**src/rtl/mod4_counter.sv**
```systemverilog
// mod4_counter: free-running unsigned up counter used as a sequence/timebase
// source. The count advances once per rising clk edge and returns to zero
// after MODULUS-1. A low level on rst clears the count at once, without
// waiting for a clock edge, and holds it at zero.
module mod4_counter #(
  parameter int unsigned     WIDTH   = 4,
  parameter longint unsigned MODULUS = 64'd1 << WIDTH
) (
  input  logic             clk,
  input  logic             rst,
  output logic [WIDTH-1:0] cnt
);

  // Terminal count. MODULUS is held in 64 bits so that WIDTH=32 with the
  // default modulus of 2**32 can still be expressed.
  localparam logic [WIDTH-1:0] LAST = WIDTH'(MODULUS - 64'd1);
  localparam logic [WIDTH-1:0] ONE  = WIDTH'(1'b1);
  localparam logic [WIDTH-1:0] ZERO = WIDTH'(1'b0);

  logic [WIDTH-1:0] cnt_r;
  logic [WIDTH-1:0] cnt_next_s;

  // Next count: wrap at the modulus boundary, otherwise step by one.
  always_comb begin
    cnt_next_s = cnt_r;
    if (cnt_r == LAST) begin
      cnt_next_s = ZERO;
    end else begin
      cnt_next_s = cnt_r + ONE;
    end
  end

  // Count register with asynchronous active-low clear.
  always_ff @(posedge clk or negedge rst) begin
    if (!rst) begin
      cnt_r <= ZERO;
    end else begin
      cnt_r <= cnt_next_s;
    end
  end

  // The output comes straight from the register, with no logic in between.
  assign cnt = cnt_r;

endmodule

```
**config.mk**
```make
export PLATFORM = sky130hd
export DESIGN_NAME = mod4_counter
export DESIGN_NICKNAME = d
export VERILOG_FILES = /design/src/rtl/mod4_counter.sv
export SDC_FILE = /design/constraint.sdc
export NUM_CORES = 1
export LEC_CHECK = 0
export CAP_MARGIN = 30
export CORE_AREA = 2 2 39 41
export CTS_BUF_LIST = sky130_fd_sc_hd__clkbuf_8 sky130_fd_sc_hd__clkbuf_16
export DETAILED_ROUTE_END_ITERATION = 8
export DIE_AREA = 0 0 41 43
export PLACE_DENSITY = 0.31
export SLEW_MARGIN = 5
export SYNTH_ARGS = -nofsm -noshare
export SYNTH_HDL_FRONTEND = slang
export SYNTH_SLANG_ARGS = --single-unit
```
**constraint.sdc**
```tcl
create_clock -name clk -period 3 [get_ports clk]
set_clock_uncertainty 0.15 [all_clocks]
set_input_delay 0.3 -clock clk [delete_from_list [all_inputs] [get_ports clk]]
set_output_delay 0.3 -clock clk [all_outputs]
set_load 0.005 [all_outputs]
```
==> run_1/clk_routes.png <==
Drawn at 12 px/µm.
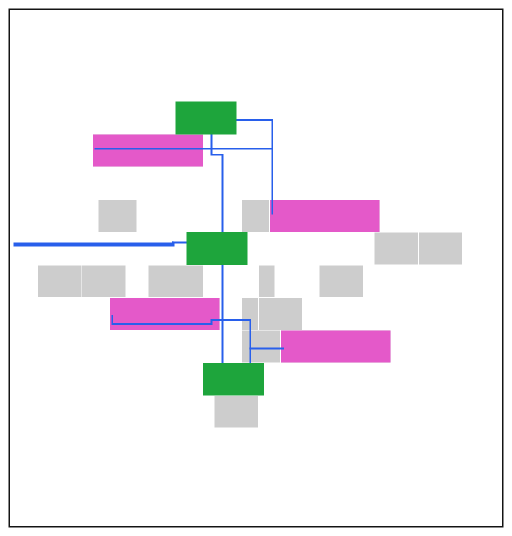
flip-flops: drawn in magenta, count 4. clock wires: drawn in blue, length 88.0 µm. clock drivers: drawn in green, count 3.
There are 4 routed clock nets. Position of the flops: middle.
clk pwr: 0.112 mW
Clock Power Share: 0.665
clock insertion delay at the later pin of the skew report: 0.21 ns

==> run_1/cell_density.png <==
Drawn at 6 px/µm. 8 x 9 tiles, from white (low) to dark blue (high), 0 to 100% covered.
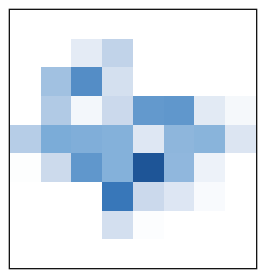
1.4% of the tiles are over 75% full. The mean over all tiles is 14%. The densest ninth of the die: middle. 57% of the tiles are nearly empty. The fullest tile reaches 85%.
share of the core filled with cells: 0.199
Floorplan Core Area: 1380 µm²
Core Util at FP: 0.118

==> metrics.json, run 1 <==
{
  "run_status": {
    "run_status": "complete, no violations"
  },
  "power_and_ir_drop": {
    "worst_ir_drop_vdd_uv": 147,
    "power.density_nw_per_um2": 614,
    "leakage_nw": 0.126
  },
  "worst_hold_path": {
    "hold_path.class": "input pin to async pin"
  },
  "layout": {
    "share_of_final_layout_standard_cells_stronger_than_drive_strength_1": 0.200,
    "area.share.sequential": 0.364,
    "area.growth.synth_to_final_pct": 67.9,
    "mostFrequentLayoutCell": "clkdlybuf4s50_1",
    "comb-cell-share": 0.218,
    "largest_cell_class": "flip-flops and latches",
    "final-nonclk-buf-share": 0.182,
    "combGateArea_um2": 60.1,
    "nClkBuffers": 3,
    "inverters": 1,
    "combined_flip_flop_and_latch_cell_area_um2": 100,
    "finish.net_count": 25,
    "lay_top_cells": "clkdlybuf4s50_1 (5), dfrtp_1 (4), clkbuf_8 (3)",
    "sequential_cell_count_of_the_final_layout": 4,
    "non_clock_buffer_instance_count_of_the_final_layout": 5,
    "num-fill-cells": 149
  },
  "worst_setup_path": {
    "critical_path_peak_fanout": 5,
    "timing.setup.critical_path_class": "flip-flop to output pin",
    "worst_setup_path_endpoint": "cnt[2]",
    "critical_path_cell_count": 1,
    "worstPathBufferInverterCount": 1,
    "worst-endpoint-arrival_ns": 1.18,
    "reg2reg_setup_slack_ns": 1.77,
    "slowest_stage_cell_on_the_critical_path": "clkdlybuf4s50_1",
    "worstPathCellList": "clkdlybuf4s50_1",
    "biggest_cell_delay_along_the_critical_path_ns": 0.54,
    "timing.critical_path.from": "cnt[2]",
    "critPathTopFamily": "buffers and inverters",
    "timing.critical_path.from_type": "flip-flop",
    "reg2reg_depth": 2,
    "critPathCaptureType": "output pin"
  },
  "synth": {
    "synth_sequential_area_ratio": 0.611,
    "synth_xor_xnor_area_share": 0.0534,
    "avgSynthCellArea_um2": 13.7,
    "synthMuxAreaShare": 0,
    "top_logic_kind": "simple AND/OR/NAND/NOR gates",
    "floorplan.nets": 15,
    "post_synth_inst_count": 12,
    "synth_warnings": 0,
    "synth_area_um2": 164,
    "synth_stat.cells": 12,
    "yosys_register_bits": 4,
    "post_synth_fa_ha_maj_area_fraction": 0.0763,
    "ys_sh_simple": 0.137
  },
  "clock_network": {
    "post-cts-setup-buffer-count": 0,
    "cts.sinks": 4,
    "clk_root_buffer_cell": "clkbuf_8",
    "cells_resized_by_post_cts_repair": 0,
    "clock_tree.buffer_depth": 2,
    "number_of_buffers_created_by_cts": 3,
    "clock_tree_from_tritoncts": "built",
    "clkSlewWorstSetupHoldPaths_ns": 0.03,
    "cts-hold-fix-buffers": 0
  },
  "routing": {
    "first_iter_violations": 0,
    "total_via_count_after_detailed_routing": 127,
    "drt_pass1_iterations": 1,
    "post-route-drc-count": 0,
    "routed_via_density": 3.53
  },
  "floorplanning": {
    "rows": 14,
    "die_w_um": 41,
    "dieHeight_um": 43,
    "nWellTaps": 16,
    "die_area_um2": 1760
  },
  "timing": {
    "setup_total_negative_slack_ns": 0,
    "final.period_utilization": 0.543,
    "final-hold-violation-count": 0,
    "grt_setup_unrepaired": "no",
    "finalMaxSlewViolations": 0,
    "timing_worst_slew_pin_value_ns": 0.201,
    "finalWorstPathRequiredPeriod_ns": 1.63,
    "rel_slew_slack": 0.865,
    "timing.final.setup_violations": 0
  },
  "grt": {
    "grt_pass1_wl_um": 621,
    "initial_antenna_violation_count": 0,
    "first_global_vias": 134,
    "grt_use_total": 0.0584
  },
  "run": {
    "max-cap-violations": 0
  },
  "placed_design": {
    "finalWeightedCongestion": 0.595
  }
}
==> run_1/wires.png <==
Drawn at 6 px/µm.
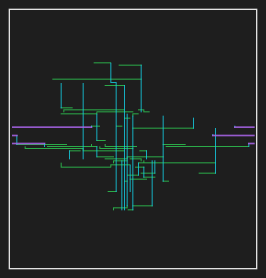
metal 3: drawn in purple, wire length 29.8 µm. metal 2: drawn in cyan, wire length 156 µm. metal 1: drawn in green, wire length 199 µm.
Post-Route WL: 385 µm
Avg WL per Cell: 10.7 µm

==> run_1/io_fan.png <==
Drawn at 8 px/µm.
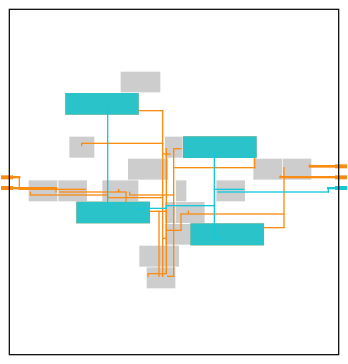
cnt: drawn in orange, bits 4, direction output, edge 2 right, 2 left, end cells 4, wire 185 µm. rst: drawn in cyan, bits 1, direction input, edge right, end cells 4, wire 53.2 µm.
number of buffer cells added on primary ports: 5
boundary pin count: 6

## run 1: per-stage QoR
step / area [µm²] / util / hold WS [ns] / setup slack [ns]
2_1_floorplan: 164 / - / -0.146 / 1.82
3_3_place_gp: 234 / 0.169 / 0.361 / 1.61
3_5_place_dp: 234 / 0.169 / 0.356 / 1.62
4_1_cts: 275 / 0.199 / 0.148 / 1.37
5_1_grt: 275 / 0.199 / 0.165 / 1.34
6_report: 275 / 0.199 / 0.147 / 1.37
## run 1: metal layers
| metal | vias up | track usage | wire [µm] |
|---|---|---|---|
| met5 | - | 0 | 0 |
| met4 | 0 | 0.0600 | 0 |
| met3 | 0 | 0.0314 | 29 |
| met2 | 6 | 0.0594 | 156 |
| met1 | 60 | 0.0777 | 199 |
| li1 | 61 | - | - |
## run 1: kinds of logic (layout without fill, tap and decap cells)
| family | after synthesis | count (layout) |
|---|---|---|
| AOI/OAI and AO/OA | 2 | 2 |
| adders and majority gates | 1 | 1 |
| and+or+nand+nor | 3 | 3 |
| buffers and inverters | 1 | 9 |
| DFF | 4 | 4 |
| xor gates and xnor gates | 1 | 1 |
## run 1: synthesized netlist by cell type
cell type / instances / area share
a311o_1: 1 / 0.061
a31oi_1: 1 / 0.038
and2b_2: 1 / 0.053
and4b_1: 1 / 0.061
dfrtp_1: 4 / 0.61
ha_1: 1 / 0.076
inv_1: 1 / 0.023
nand2_1: 1 / 0.023
xor2_1: 1 / 0.053
## run 1: power breakdown
part           internal (mW)  switching, mW  total [mW]
registers             0.0543              0      0.0543
clock network         0.0855         0.0270       0.112
logic                0.00116        0.00107     0.00223
total                  0.141         0.0281       0.169
==> run 2: changes to the inputs <==
==> constraint.sdc (replaced) <==
create_clock -name clk -period 1.6 [get_ports clk]
set_clock_uncertainty 0.15 [all_clocks]
set_input_delay 0.16 -clock clk [delete_from_list [all_inputs] [get_ports clk]]
set_output_delay 0.16 -clock clk [all_outputs]
set_load 0.005 [all_outputs]
==> run_2/layer_met3.png <==
Drawn at 12 px/µm.
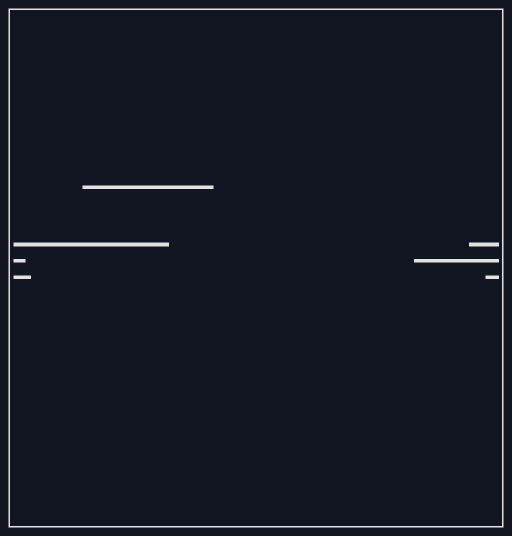
The longest straight run is 12.6 µm. 7 nets have wire on it.
Post-Route WL: 355 µm
met3 routing resource usage after global routing: 0.0471
total via count after detailed routing: 131

==> run 2 against run 1 <==
  * Non-clock buffer count is the same
  * Setup slack got worse by 1.2 ns
  * Via count increased by 3.1%
  * Combinational power rose by 83%
  * Clock-buffer cell count unchanged
  * Clock power is 83% higher
  * Final area did not move
  * Sequential share of layout area unchanged
  * Total power is 84% higher
  * Utilization unchanged
  * Cell count did not move
  * Critical path type unchanged
  * Critical endpoint unchanged
  * Largest power group unchanged
==> metrics.json, run 2 <==
{
  "run_status": {
    "run_status": "complete, no violations"
  },
  "routing": {
    "route.detailed.wl_per_inst_um": 9.86,
    "drt_pass1_iterations": 3,
    "first_iter_violations": 2,
    "post-route-drc-count": 0
  },
  "timing": {
    "timing_worst_slew_pin_value_ns": 0.194,
    "timing.final.setup_violations": 0,
    "setup_total_negative_slack_ns": 0
  },
  "grt": {
    "grt_use_total": 0.0616,
    "initial_antenna_violation_count": 0,
    "first_global_vias": 152
  },
  "synth": {
    "most_used_standard_cell_by_instance_count_after_synthesis": "dfrtp_1",
    "yosys_register_bits": 4,
    "topCellsByArea": "dfrtp_1 (61%), ha_1 (7.6%), a311o_1 (6.1%), and4b_1 (6.1%), and2b_2 (5.3%)",
    "synth_stat.cells": 12
  },
  "layout": {
    "final_cell_area_um2": 275,
    "lay_top_cells": "clkdlybuf4s50_1 (5), dfrtp_1 (4), clkbuf_8 (3)",
    "mostFrequentLayoutCell": "clkdlybuf4s50_1"
  },
  "clock_network": {
    "cts-hold-fix-buffers": 0,
    "clock_tree.buffer_depth": 2,
    "clk-insertion-delay-late_ns": 0.21,
    "post-cts-setup-buffer-count": 0,
    "clock_tree_from_tritoncts": "built",
    "number_of_buffers_created_by_cts": 3
  },
  "power_and_ir_drop": {
    "internal_power_mw": 0.264,
    "power.density_nw_per_um2": 1130,
    "comb_power_share": 0.013,
    "sequential_power_share": 0.327,
    "worst_ir_drop_vdd_uv": 360
  },
  "floorplanning": {
    "rows": 14,
    "design.portCount": 6,
    "dieHeight_um": 43
  },
  "worst_setup_path": {
    "worst-endpoint-arrival_ns": 1.17,
    "slowest_stage_cell_on_the_critical_path": "clkdlybuf4s50_1",
    "critical_path_cell_count": 1,
    "timing.critical_path.from_type": "flip-flop",
    "reg2reg_depth": 2
  },
  "placed_design": {
    "placement.cell_area_um2": 234
  },
  "worst_hold_path": {
    "hold_path.class": "input pin to async pin"
  }
}
==> run 2: cell counts after synthesis <==
Identical to the previous run, type by type.
==> run 2: cells by family (layout without fill, tap and decap cells) <==
group | after synthesis | in the layout | synth area share
and+or+nand+nor | 3 | 3 | 0.137
DFF | 4 | 4 | 0.611
AOI/OAI and AO/OA | 2 | 2 | 0.0993
adders and majority gates | 1 | 1 | 0.0763
xor gates and xnor gates | 1 | 1 | 0.0534
buffers and inverters | 1 | 9 | 0.0229
==> run 2: power groups by stage <==
stage          combinational [mW]  sequential [mW]  clock (mW)
4_1_cts                   0.00424            0.102       0.214
5_1_grt                   0.00464            0.102       0.219
6_report                  0.00409            0.102       0.205
3_3_place_gp              0.00443            0.103           0
3_5_place_dp              0.00418            0.103           0
2_1_floorplan        0.0000000340            0.103           0
==> run 2: layout make-up <==
cell class                 instances  area (µm²)
multi-input combinational          7        60.1
clock buffer                       3        41.3
inverter                           1        3.75
timing repair buffer               5        50.0
tap                               16        20.0
fill                             149        1110
sequential                         4         100
==> run 2: stage by stage <==
stage	setup WS [ns]	util	std cells	total power, mW
after floorplan	0.424	-	12	0.103
after global placement	0.348	0.169	33	0.107
after detailed placement	0.361	0.169	33	0.107
after CTS	0.122	0.199	36	0.320
after global routing	0.0807	0.199	36	0.325
final	0.124	0.199	36	0.312
==> run 2: worst paths after layout <==
kind                       slack, ns      to
max                             0.12  cnt[2]
min                            0.005  cnt[0]
max reg2reg                     0.36  cnt[3]
min reg2reg                     0.37  cnt[0]
max in group asynchronous       1.12  cnt[3]
min in group clk                0.37  cnt[0]
==> run 2: routing by layer <==
metal / part of all wire / vias up / GRT usage
li1: - / 60 / -
met5: 0 / - / 0
met4: 0 / 0 / 0.0600
met1: 0.51 / 62 / 0.0752
met2: 0.39 / 9 / 0.0625
met3: 0.096 / 0 / 0.0471
Power figures rest on the tool's default switching activity, not on a simulated workload.
